## config.mk

```make
export PLATFORM = sky130hd
export DESIGN_NAME = control_unit
export DESIGN_NICKNAME = d
export VERILOG_FILES = /design/src/rtl/ctrl_pkg.sv /design/src/rtl/ctrl_decode.sv /design/src/rtl/control_unit.sv
export SDC_FILE = /design/constraint.sdc
export NUM_CORES = 1
export LEC_CHECK = 0
export CORE_UTILIZATION = 51
export CTS_CLUSTER_DIAMETER = 120
export DETAILED_ROUTE_END_ITERATION = 16
export PLACE_DENSITY = 0.9
export SYNTH_ARGS = -nofsm -noshare
export SYNTH_HDL_FRONTEND = slang
export SYNTH_SLANG_ARGS = --single-unit
```

## constraint.sdc

```tcl
create_clock -name dummy_clk -period 5.09 [get_ports dummy_clk]
set_input_delay 0.509 -clock dummy_clk [delete_from_list [all_inputs] [get_ports dummy_clk]]
set_output_delay 0.509 -clock dummy_clk [all_outputs]
set_load 0.02 [all_outputs]
```

## src/rtl/ctrl_pkg.sv

```systemverilog
// Shared constants for the control unit: opcodes, control-word bit positions
// and the T-state count of the ring-counter sequencer.
package ctrl_pkg;

    localparam int CW_W     = 16;
    localparam int T_STATES = 6;

    localparam logic [3:0] OP_NOP = 4'h0;
    localparam logic [3:0] OP_LDA = 4'h1;
    localparam logic [3:0] OP_ADD = 4'h2;
    localparam logic [3:0] OP_SUB = 4'h3;
    localparam logic [3:0] OP_STA = 4'h4;
    localparam logic [3:0] OP_LDI = 4'h5;
    localparam logic [3:0] OP_JMP = 4'h6;
    localparam logic [3:0] OP_OUT = 4'hE;
    localparam logic [3:0] OP_HLT = 4'hF;

    localparam int CW_HLT     = 15;
    localparam int CW_MAR_IN  = 14;
    localparam int CW_RAM_IN  = 13;
    localparam int CW_RAM_OUT = 12;
    localparam int CW_IR_OUT  = 11;
    localparam int CW_IR_IN   = 10;
    localparam int CW_A_IN    = 9;
    localparam int CW_A_OUT   = 8;
    localparam int CW_ALU_OUT = 7;
    localparam int CW_SUB     = 6;
    localparam int CW_B_IN    = 5;
    localparam int CW_OUT_IN  = 4;
    localparam int CW_PC_INC  = 3;
    localparam int CW_PC_OUT  = 2;
    localparam int CW_JUMP    = 1;

endpackage

```

## src/rtl/ctrl_decode.sv

```systemverilog
// Combinational microcode table: one-hot T-state plus opcode to control word,
// end-of-instruction flag and illegal-opcode flag.
module ctrl_decode
    import ctrl_pkg::*;
(
    input  logic [T_STATES-1:0] t_state_i,
    input  logic [3:0]          opcode_i,
    output logic [CW_W-1:0]     cw_o,
    output logic                done_o,
    output logic                illegal_o
);

    always_comb begin
        cw_o      = '0;
        done_o    = 1'b0;
        illegal_o = 1'b0;
        if (t_state_i[0]) begin
            cw_o[CW_PC_OUT] = 1'b1;
            cw_o[CW_MAR_IN] = 1'b1;
        end else if (t_state_i[1]) begin
            cw_o[CW_PC_INC] = 1'b1;
        end else if (t_state_i[2]) begin
            cw_o[CW_RAM_OUT] = 1'b1;
            cw_o[CW_IR_IN]   = 1'b1;
        end else if (t_state_i[3]) begin
            case (opcode_i)
                OP_NOP: done_o = 1'b1;
                OP_LDA, OP_ADD, OP_SUB, OP_STA: begin
                    cw_o[CW_IR_OUT] = 1'b1;
                    cw_o[CW_MAR_IN] = 1'b1;
                end
                OP_LDI: begin
                    cw_o[CW_IR_OUT] = 1'b1;
                    cw_o[CW_A_IN]   = 1'b1;
                    done_o          = 1'b1;
                end
                OP_JMP: begin
                    cw_o[CW_IR_OUT] = 1'b1;
                    cw_o[CW_JUMP]   = 1'b1;
                    done_o          = 1'b1;
                end
                OP_OUT: begin
                    cw_o[CW_A_OUT]  = 1'b1;
                    cw_o[CW_OUT_IN] = 1'b1;
                    done_o          = 1'b1;
                end
                OP_HLT: cw_o[CW_HLT] = 1'b1;
                // Undefined opcodes retire as NOP so the sequencer keeps running.
                default: begin
                    illegal_o = 1'b1;
                    done_o    = 1'b1;
                end
            endcase
        end else if (t_state_i[4]) begin
            case (opcode_i)
                OP_LDA: begin
                    cw_o[CW_RAM_OUT] = 1'b1;
                    cw_o[CW_A_IN]    = 1'b1;
                    done_o           = 1'b1;
                end
                OP_ADD, OP_SUB: begin
                    cw_o[CW_RAM_OUT] = 1'b1;
                    cw_o[CW_B_IN]    = 1'b1;
                end
                OP_STA: begin
                    cw_o[CW_A_OUT]  = 1'b1;
                    cw_o[CW_RAM_IN] = 1'b1;
                    done_o          = 1'b1;
                end
                default: ;
            endcase
        end else if (t_state_i[5]) begin
            if (opcode_i == OP_ADD || opcode_i == OP_SUB) begin
                cw_o[CW_ALU_OUT] = 1'b1;
                cw_o[CW_A_IN]    = 1'b1;
                cw_o[CW_SUB]     = (opcode_i == OP_SUB);
                done_o           = 1'b1;
            end
        end
    end

endmodule

```

## src/rtl/control_unit.sv

```systemverilog
// Registered control unit: wraps the microcode decode with opcode capture,
// halt latch, sticky error flags and the retired-instruction counter.
module control_unit #(
    parameter int CW_W  = 16,
    parameter int CNT_W = 8
) (
    input  logic             dummy_clk,
    input  logic             FPGA_inp_zero,
    input  logic             seq1,
    input  logic             seq2,
    input  logic             seq3,
    input  logic             seq4,
    input  logic             seq5,
    input  logic             seq6,
    input  logic [3:0]       ir_opcode,
    output logic [CW_W-1:0]  cw,
    output logic             seq_done,
    output logic             halted,
    output logic             seq_err,
    output logic             illegal_op,
    output logic [CNT_W-1:0] instr_count
);
    import ctrl_pkg::*;

    logic [T_STATES-1:0] t_state;
    logic                one_hot;
    logic [3:0]          dec_op;
    logic [CW_W-1:0]     dec_cw;
    logic                dec_done;
    logic                dec_illegal;

    logic [CW_W-1:0]  cw_q, cw_d;
    logic             done_q, done_d;
    logic             halted_q, halted_d;
    logic             seq_err_q, seq_err_d;
    logic             illegal_q, illegal_d;
    logic [CNT_W-1:0] cnt_q, cnt_d;
    logic [3:0]       op_q, op_d;
    logic             retired_q, retired_d;

    assign t_state = {seq6, seq5, seq4, seq3, seq2, seq1};
    assign one_hot = (t_state != '0) && ((t_state & (t_state - 1'b1)) == '0);
    // Execute steps past T4 use the captured opcode, not the live IR.
    assign dec_op  = t_state[3] ? ir_opcode : op_q;

    ctrl_decode u_decode (
        .t_state_i (t_state),
        .opcode_i  (dec_op),
        .cw_o      (dec_cw),
        .done_o    (dec_done),
        .illegal_o (dec_illegal)
    );

    always_comb begin
        cw_d      = '0;
        done_d    = 1'b0;
        halted_d  = halted_q;
        seq_err_d = seq_err_q;
        illegal_d = illegal_q;
        op_d      = op_q;
        retired_d = retired_q;
        if (halted_q) begin
            cw_d[CW_HLT] = 1'b1;
        end else if (!one_hot) begin
            seq_err_d = 1'b1;
        end else if (t_state[0]) begin
            cw_d      = dec_cw;
            retired_d = 1'b0;
        end else if (!retired_q) begin
            // Once an instruction has retired, every T-state until the next T1
            // is dead: this also keeps seq_done a single pulse on repeated states.
            cw_d      = dec_cw;
            done_d    = dec_done;
            retired_d = dec_done;
            illegal_d = illegal_q | dec_illegal;
            if (t_state[3]) begin
                op_d     = ir_opcode;
                halted_d = (ir_opcode == OP_HLT);
            end
        end
        cnt_d = cnt_q + CNT_W'(done_d);
    end

    always_ff @(posedge dummy_clk) begin
        if (FPGA_inp_zero) begin
            cw_q      <= '0;
            done_q    <= 1'b0;
            halted_q  <= 1'b0;
            seq_err_q <= 1'b0;
            illegal_q <= 1'b0;
            cnt_q     <= '0;
            op_q      <= '0;
            retired_q <= 1'b0;
        end else begin
            cw_q      <= cw_d;
            done_q    <= done_d;
            halted_q  <= halted_d;
            seq_err_q <= seq_err_d;
            illegal_q <= illegal_d;
            cnt_q     <= cnt_d;
            op_q      <= op_d;
            retired_q <= retired_d;
        end
    end

    assign cw          = cw_q;
    assign seq_done    = done_q;
    assign halted      = halted_q;
    assign seq_err     = seq_err_q;
    assign illegal_op  = illegal_q;
    assign instr_count = cnt_q;

endmodule

```

Figure 1. Metal 3.
The bar under the picture is 20 um long.
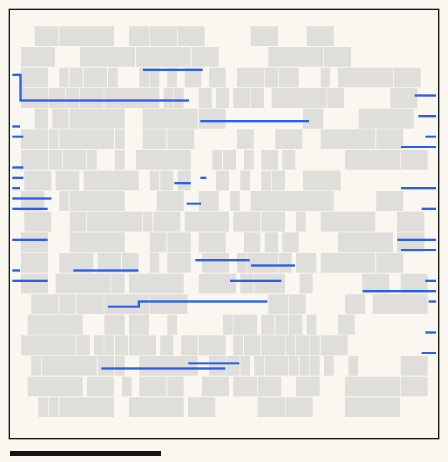
The layer carries 185 um of wire. The layer holds 5.1% of the routed length. The longest straight run is 22.1 um.

Figure 2. Logic cells by family.
The bar under the picture is 20 um long.
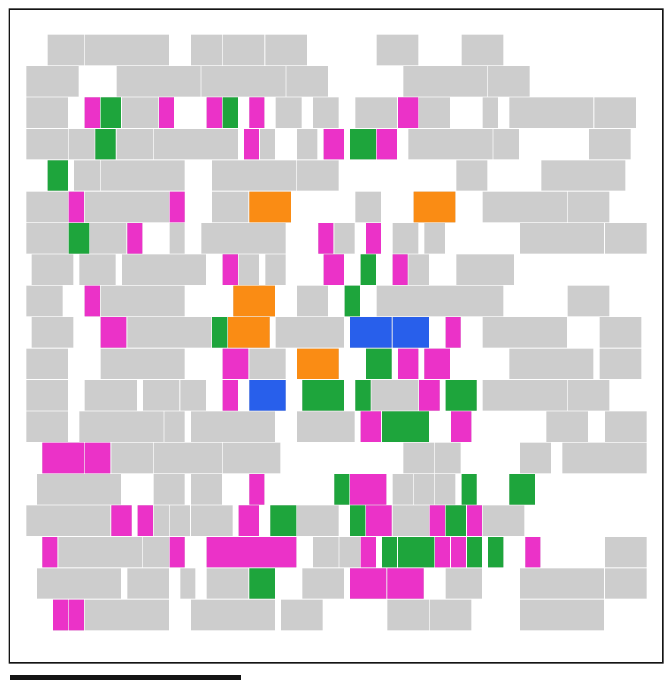
Key: nor cells = magenta [cells 47, most used nor2_1]; nand cells = green [cells 25, most used nand2_1]; mux cells = orange [cells 5, most used mux2i_1, where centre]; non-inverting ao/oa cells = blue [cells 3]

Figure 3. The metal 1 layer.
The bar under the picture is 20 um long. Supply wires on this layer in grey.
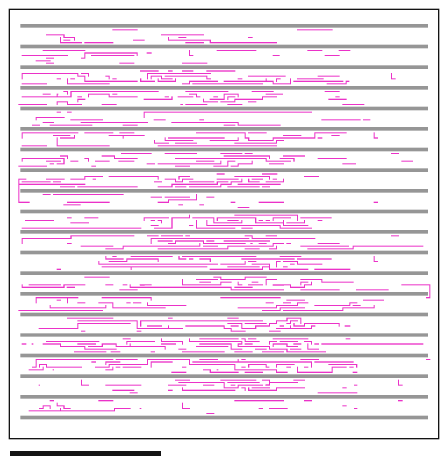
The longest straight run is 22.1 um. 194 nets have wire on it.

Figure 4. Congestion heat map.
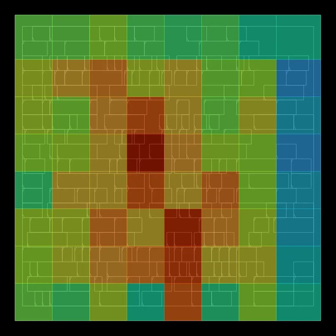
met2 usage in global routing: 37.8%
GRT Overall Usage: 24.8%
Routed WL per cell: 15.2 um
M1 GR Usage: 33.5%
GR peak layer: met2

[power breakdown]
group	internal, mW	switching [mW]
Clock	0.130	0.0878
Sequential	0.252	0.00170
Combinational	0.0208	0.0308
Total	0.403	0.120
[final cells by class]
cell class | instances | area [um2]
tap | 31 | 38.8
fill | 232 | 815
inverter | 4 | 15.0
multi-input combinational | 125 | 797
clock inverter | 1 | 30.0
sequential | 32 | 641
clock buffer | 7 | 65.1
timing repair buffer | 38 | 380
[cells in the final DEF (no fill, tap or decap), types with 6 or more instances in the layout]
cell,n
nor2_1,27
nor3_1,10
dfxtp_1,32
nand2_1,11
o21ai_0,6
clkdlybuf4s50_1,38
a21oi_1,6
==> Slide: Implementation Results <==
Key Metrics from the Run

Outcome
  – Run status: completed

Clocking
  – H-tree levels: 2
  – Num Clock Sinks: 32
  – Post-CTS Resized: 0
  – Clock Tree Buf Depth: 2
  – CTS tree: built

Place
  – # port buffers: 38
  – Placed insts: 230
  – DP HPWL: 2600 um
  – Dpl cell area: 1870 um2
  – Place WS: 1.71 ns

Final timing
  – Sum Neg Setup Slack: 0 ns
  – Min cycle time layout: 3.05 ns
  – Unrepaired setup endpoints after global routing: no
  – Clk_skew: 0.00549 ns
  – Tcrit/Tclk final: 60.0%
  – Fmax: 0.328 GHz
  – Final setup violation count: 0
  – Worst Tran Pin Value: 0.823 ns

Synth
  – Yosys cell count: 172
  – Compound-Gate Fraction of Synth Area: 12.5%
  – Count of library flops with an enable pin: 0
  – Post-Synth Simple-Gate Area: 30.3%
  – Synth warn: 0
  – XOR-XNOR Cells, Area Fraction: 4.62%
  – Yosys Chip Area: 1520 um2
  – Post-Syn Nets: 186
  – Logic family by area: simple AND/OR/NAND/NOR gates
  – Number of synthesized register bits: 32
  – Top_reg_cell synth: dfxtp_1

Power
  – Lkg Pwr: 0.733 nW
  – Total Power: 524 uW
  – Pwr per Cell Area: 266 nW/um2

Drt
  – Drc violations: 0
  – Via count: 1358
  – Top Layer Used: met4
  – DRT iter0 DRCs: 36
  – Post-DRT Antenna Nets: 0
  – Vias per std cell: 5.71
  – Met2 wire length: 1700 um
  – M1 wire length: 1690 um

Floorplan
  – Rows: 19
  – Die span in y: 56.5 um
  – # IOs: 40
  – Fp util: 54.5%
  – Die Wd: 56.5 um

Setup path
  – Worst path cell trace: clkdlybuf4s50_1 > or4b_4 > o32ai_2 > a31o_2 > and3_1 > ha_1 > and3_1 > nand3_1 > xor2_1 > nor2_1
  – WP depth: 10
  – R2R depth: 9
  – Slowest stage cell, crit path: clkdlybuf4s50_1
  – Setup crit end kind: flop
  – Critical Path Fanout Max: 24
  – Critical Path Max Stage Delay: 0.83 ns
  – Critical path class: in -> reg
  – Required @ worst endpoint: 5.28 ns

Hold path
  – Worst hold start: illegal_op
  – Worst hold endpoint: illegal_op

Final layout
  – Final Cell Area: 1970 um2
  – Layout cell share with drive strength beyond 1: 7.73%

Global routing
  – Largest net degree at the start of global routing: 25
  – Vias in the first global route: 1217
  – Initial antenna violation count: 0

Job
  – Max_cap viols: 0
No activity file was given, so power comes from the tool's default toggle rates.
